`src/rtl/pwm_multichannel_core.sv`:
```
// NUM_CH-channel PWM: shared prescaler and up/down period counter, per-channel compare pair.
// Define PWM_SHADOW_UPDATE_EN for period-boundary (shadowed) PERIOD/COMPARE/FUNCTION updates.
module pwm_multichannel_core #(
  parameter int NUM_CH  = 4,
  parameter int CNT_W   = 16,
  parameter int PRESC_W = 8
) (
  input  logic              clk,
  input  logic              rst_n,
  input  logic              cfg_we,
  input  logic              cfg_re,
  input  logic [5:0]        cfg_addr,
  input  logic [CNT_W-1:0]  cfg_wdata,
  output logic [CNT_W-1:0]  cfg_rdata,
  output logic [NUM_CH-1:0] pwm_out,
  output logic              period_tick
);

  logic               en_q, up_q;
  logic [PRESC_W-1:0] presc_q, pcnt_q, pcnt_d;
  logic [NUM_CH-1:0]  pen_q, pwm_q, pwm_d;
  logic [CNT_W-1:0]   cnt_q, cnt_d, rdata_q, rdata_d;
  logic [CNT_W-1:0]   per_q, per_v, per_w;
  logic [CNT_W-1:0]   c1_q [NUM_CH];
  logic [CNT_W-1:0]   c2_q [NUM_CH];
  logic [1:0]         fn_q [NUM_CH];
  logic [CNT_W-1:0]   c1_v [NUM_CH];
  logic [CNT_W-1:0]   c2_v [NUM_CH];
  logic [1:0]         fn_v [NUM_CH];
  logic [CNT_W-1:0]   c1_w [NUM_CH];
  logic [CNT_W-1:0]   c2_w [NUM_CH];
  logic [1:0]         fn_w [NUM_CH];
  logic               we_ctrl, clr, tick, wrap, upd, load;

  assign we_ctrl = cfg_we && (cfg_addr == 6'h00);
  assign clr     = we_ctrl && cfg_wdata[2];
  assign tick    = en_q && (pcnt_q >= presc_q);
  assign wrap    = up_q ? (cnt_q >= per_q) : (cnt_q == '0);
  assign upd     = tick && wrap && !clr;

`ifdef PWM_SHADOW_UPDATE_EN
  logic [CNT_W-1:0] per_s_q;
  logic [CNT_W-1:0] c1_s_q [NUM_CH];
  logic [CNT_W-1:0] c2_s_q [NUM_CH];
  logic [1:0]       fn_s_q [NUM_CH];

  assign per_v = per_s_q;
  assign c1_v  = c1_s_q;
  assign c2_v  = c2_s_q;
  assign fn_v  = fn_s_q;
  // while stopped there is no period to protect, so shadows pass straight through
  assign load  = upd || !en_q;

  always_ff @(posedge clk or negedge rst_n) begin
    if (!rst_n) begin
      per_s_q <= '0;
      for (int ch = 0; ch < NUM_CH; ch++) begin
        c1_s_q[ch] <= '0;
        c2_s_q[ch] <= '0;
        fn_s_q[ch] <= '0;
      end
    end else begin
      per_s_q <= per_w;
      c1_s_q  <= c1_w;
      c2_s_q  <= c2_w;
      fn_s_q  <= fn_w;
    end
  end
`else
  assign per_v = per_q;
  assign c1_v  = c1_q;
  assign c2_v  = c2_q;
  assign fn_v  = fn_q;
  assign load  = 1'b1;
`endif

  always_comb begin
    per_w = per_v;
    c1_w  = c1_v;
    c2_w  = c2_v;
    fn_w  = fn_v;
    if (cfg_we && cfg_addr == 6'h01) per_w = cfg_wdata;
    for (int ch = 0; ch < NUM_CH; ch++) begin
      if (cfg_we && cfg_addr == 6'(16 + 2*ch)) c1_w[ch] = cfg_wdata;
      if (cfg_we && cfg_addr == 6'(17 + 2*ch)) c2_w[ch] = cfg_wdata;
      if (cfg_we && cfg_addr == 6'(32 + ch))   fn_w[ch] = cfg_wdata[1:0];
    end
  end

  always_comb begin
    cnt_d  = cnt_q;
    pcnt_d = pcnt_q;
    if (clr) begin
      cnt_d  = '0;
      pcnt_d = '0;
    end else if (en_q) begin
      if (tick) begin
        pcnt_d = '0;
        if (wrap)      cnt_d = up_q ? '0 : per_q;
        else if (up_q) cnt_d = cnt_q + CNT_W'(1);
        else           cnt_d = cnt_q - CNT_W'(1);
      end else begin
        pcnt_d = pcnt_q + PRESC_W'(1);
      end
    end
  end

  always_comb begin
    pwm_d = '0;
    for (int ch = 0; ch < NUM_CH; ch++) begin
      unique case (fn_q[ch])
        2'b00:   pwm_d[ch] = (c1_q[ch] != '0) && (cnt_q <= c1_q[ch]);
        2'b01:   pwm_d[ch] = (cnt_q >= c1_q[ch]);
        2'b10:   pwm_d[ch] = (cnt_q >= c1_q[ch]) && (cnt_q < c2_q[ch]);
        default: pwm_d[ch] = 1'b0;
      endcase
      pwm_d[ch] = pwm_d[ch] && pen_q[ch];
    end
  end

  always_comb begin
    rdata_d = rdata_q;
    if (cfg_re) begin
      rdata_d = '0;
      if (cfg_addr == 6'h00) rdata_d = CNT_W'({up_q, en_q});
      if (cfg_addr == 6'h01) rdata_d = per_v;
      if (cfg_addr == 6'h02) rdata_d = CNT_W'(presc_q);
      if (cfg_addr == 6'h03) rdata_d = CNT_W'(pen_q);
      if (cfg_addr == 6'h04) rdata_d = cnt_q;
      for (int ch = 0; ch < NUM_CH; ch++) begin
        if (cfg_addr == 6'(16 + 2*ch)) rdata_d = c1_v[ch];
        if (cfg_addr == 6'(17 + 2*ch)) rdata_d = c2_v[ch];
        if (cfg_addr == 6'(32 + ch))   rdata_d = CNT_W'(fn_v[ch]);
      end
    end
  end

  always_ff @(posedge clk or negedge rst_n) begin
    if (!rst_n) begin
      en_q    <= 1'b0;
      up_q    <= 1'b0;
      presc_q <= '0;
      pen_q   <= '0;
      pcnt_q  <= '0;
      cnt_q   <= '0;
      pwm_q   <= '0;
      rdata_q <= '0;
      per_q   <= '0;
      for (int ch = 0; ch < NUM_CH; ch++) begin
        c1_q[ch] <= '0;
        c2_q[ch] <= '0;
        fn_q[ch] <= '0;
      end
    end else begin
      if (we_ctrl) begin
        en_q <= cfg_wdata[0];
        up_q <= cfg_wdata[1];
      end
      if (cfg_we && cfg_addr == 6'h02) presc_q <= cfg_wdata[PRESC_W-1:0];
      if (cfg_we && cfg_addr == 6'h03) pen_q <= cfg_wdata[NUM_CH-1:0];
      pcnt_q  <= pcnt_d;
      cnt_q   <= cnt_d;
      pwm_q   <= pwm_d;
      rdata_q <= rdata_d;
      if (load) begin
        per_q <= per_w;
        c1_q  <= c1_w;
        c2_q  <= c2_w;
        fn_q  <= fn_w;
      end
    end
  end

  assign cfg_rdata   = rdata_q;
  assign pwm_out     = pwm_q;
  assign period_tick = upd;

endmodule

```
`config.mk`:
```
export PLATFORM = sky130hd
export DESIGN_NAME = pwm_multichannel_core
export DESIGN_NICKNAME = d
export VERILOG_FILES = /design/src/rtl/pwm_multichannel_core.sv
export SDC_FILE = /design/constraint.sdc
export NUM_CORES = 1
export LEC_CHECK = 0
export CAP_MARGIN = 20
export CORE_ASPECT_RATIO = 1.4
export CORE_UTILIZATION = 55
export CTS_CLUSTER_SIZE = 40
export DETAILED_ROUTE_END_ITERATION = 12
export HOLD_SLACK_MARGIN = 0.08
export PLACE_DENSITY_LB_ADDON = 0.3
export SLEW_MARGIN = 20
export SYNTH_ARGS = -nofsm -noshare
export SYNTH_HDL_FRONTEND = slang
export SYNTH_SLANG_ARGS = --single-unit
```
`constraint.sdc`:
```
create_clock -name clk -period 2.65 [get_ports clk]
set_clock_uncertainty 0.15 [all_clocks]
set_input_delay 0.53 -clock clk [delete_from_list [all_inputs] [get_ports clk]]
set_output_delay 0.53 -clock clk [all_outputs]
set_load 0.02 [all_outputs]
```
### M1 wires

Scale bar: 50 microns. Supply wires on this layer in gray.
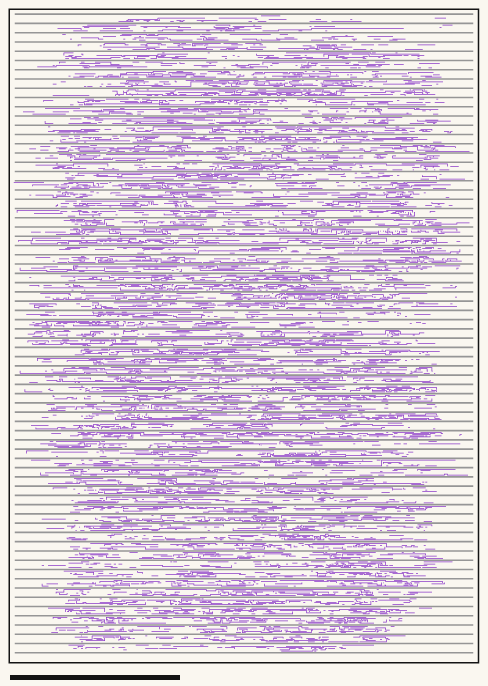
longest straight run: 43.7 microns
nets with wire on the layer: 1742
wire length on this layer: 17200 microns
met1 GRT Util: 0.429
drt total wl: 46300 microns
via count: 12700

### M2 wires

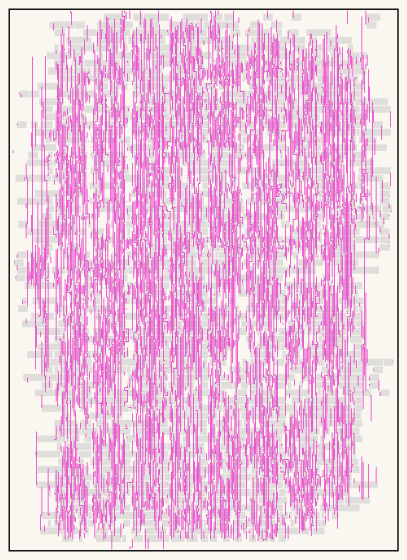
nets with wire on the layer: 1631
longest straight run: 78.7 microns
main direction: vertical
met2 Use GR: 0.598

==> results.json <==
{
  "ctsHoldBuffers": 1,
  "sh_seq_area": 0.296,
  "finalHoldWorstSlack_ns": 0.357,
  "yosysSeqAreaShare": 0.372,
  "design_area_sq_um": 17800,
  "edf_count": 0,
  "grt_pass1_wl_microns": 70800,
  "final-comb-area_sq_um": 8490,
  "dp.cells": 1916,
  "synthMuxAreaShare": 0.135,
  "slowest_delay_ns": 0.40,
  "pg_comb_mw": 7.96,
  "drive_above_1_share": 0.289,
  "setup_tns_ns": -1.18,
  "pg_seq_mw": 4.25,
  "power.internal_mw": 9.58,
  "cts_setup_buffers": 17,
  "warnings": 28,
  "critical_path_depth": 9,
  "post_cts_resized": 45,
  "top_area_cell": "dfrtp_1",
  "cp_data_arrival_time_ns": 2.26,
  "top_layer_used": "met4",
  "pre_cts_ws_ns": -0.421,
  "final_max_slew_viol_count": 0,
  "antenna_cells": 1,
  "htreeDepth": 1,
  "place_area_sq_um": 16200,
  "n_tap_cell": 319,
  "lay_top_count": "dfrtp_1",
  "synthAdderAreaFrac": 0.146,
  "top_cells_by_count": "dfrtp_1, ha_1, inv_1",
  "startpoint_type": "register",
  "synthTopCellsByArea": "dfrtp_1, ha_1, mux2_2",
  "synth.distinct_cells": 71,
  "met1_length_microns": 17200,
  "fp_nets": 1630,
  "first_pass_iters": 5,
  "cts_tree": "done",
  "inverters": 158,
  "maxPowerGroup": "combinational cells",
  "ys_warn_count": 0,
  "cp_cell_sequence": "ha_1, nand2_1, o21ai_1, nand4_1, a32oi_2, and2_4, nand2_2, nor2_4, buf_6",
  "p_switching_mw": 6.14,
  "ff2ff_setup_slack_ns": -0.15,
  "grt_use_total": 0.360,
  "pwr.group.clock_mw": 3.52,
  "crit-reg2reg-launch": "cnt_q[1]",
  "slew_headroom": 0.467,
  "cts.sinks": 210,
  "critPathKind": "register to output pin",
  "cap_violations": 0,
  "cp_num_buf_inv": 1,
  "grt_max_degree": 61,
  "worst_setup_path_startpoint": "pcnt_q[2]",
  "violations": "negative setup slack",
  "leakagePower_nw": 8.13,
  "largest_cell_class": "combinational gates",
  "clk_share": 0.0460,
  "flops": 210,
  "wl_met3_microns": 3040,
  "gp_congestion": 0.958,
  "instances_no_fill": 1990,
  "setup_violations": 10,
  "io_buffers": 46,
  "finalWorstSetupSlack_ns": -0.285,
  "avgSynthCellArea_sq_um": 9.81,
  "worst_pin_slew_ns": 0.798,
  "outcome": "finished with violations",
  "die_h_microns": 192,
  "drtIter0Drc": 1091,
  "p_seq_frac": 0.270,
  "lay_top_cells": "dfrtp_1, buf_4, mux2_2, inv_1, ha_1"
}
### The metal 3 layer

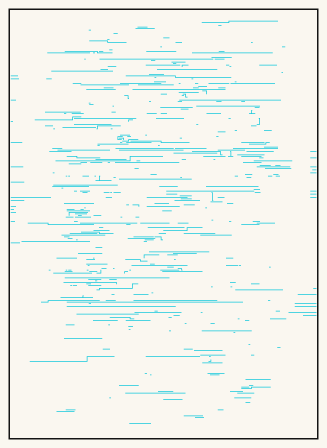
share of all routed wire: 6.6%
main direction: horizontal
longest straight run: 78.7 microns
GR met3 Demand/Resource: 0.0478

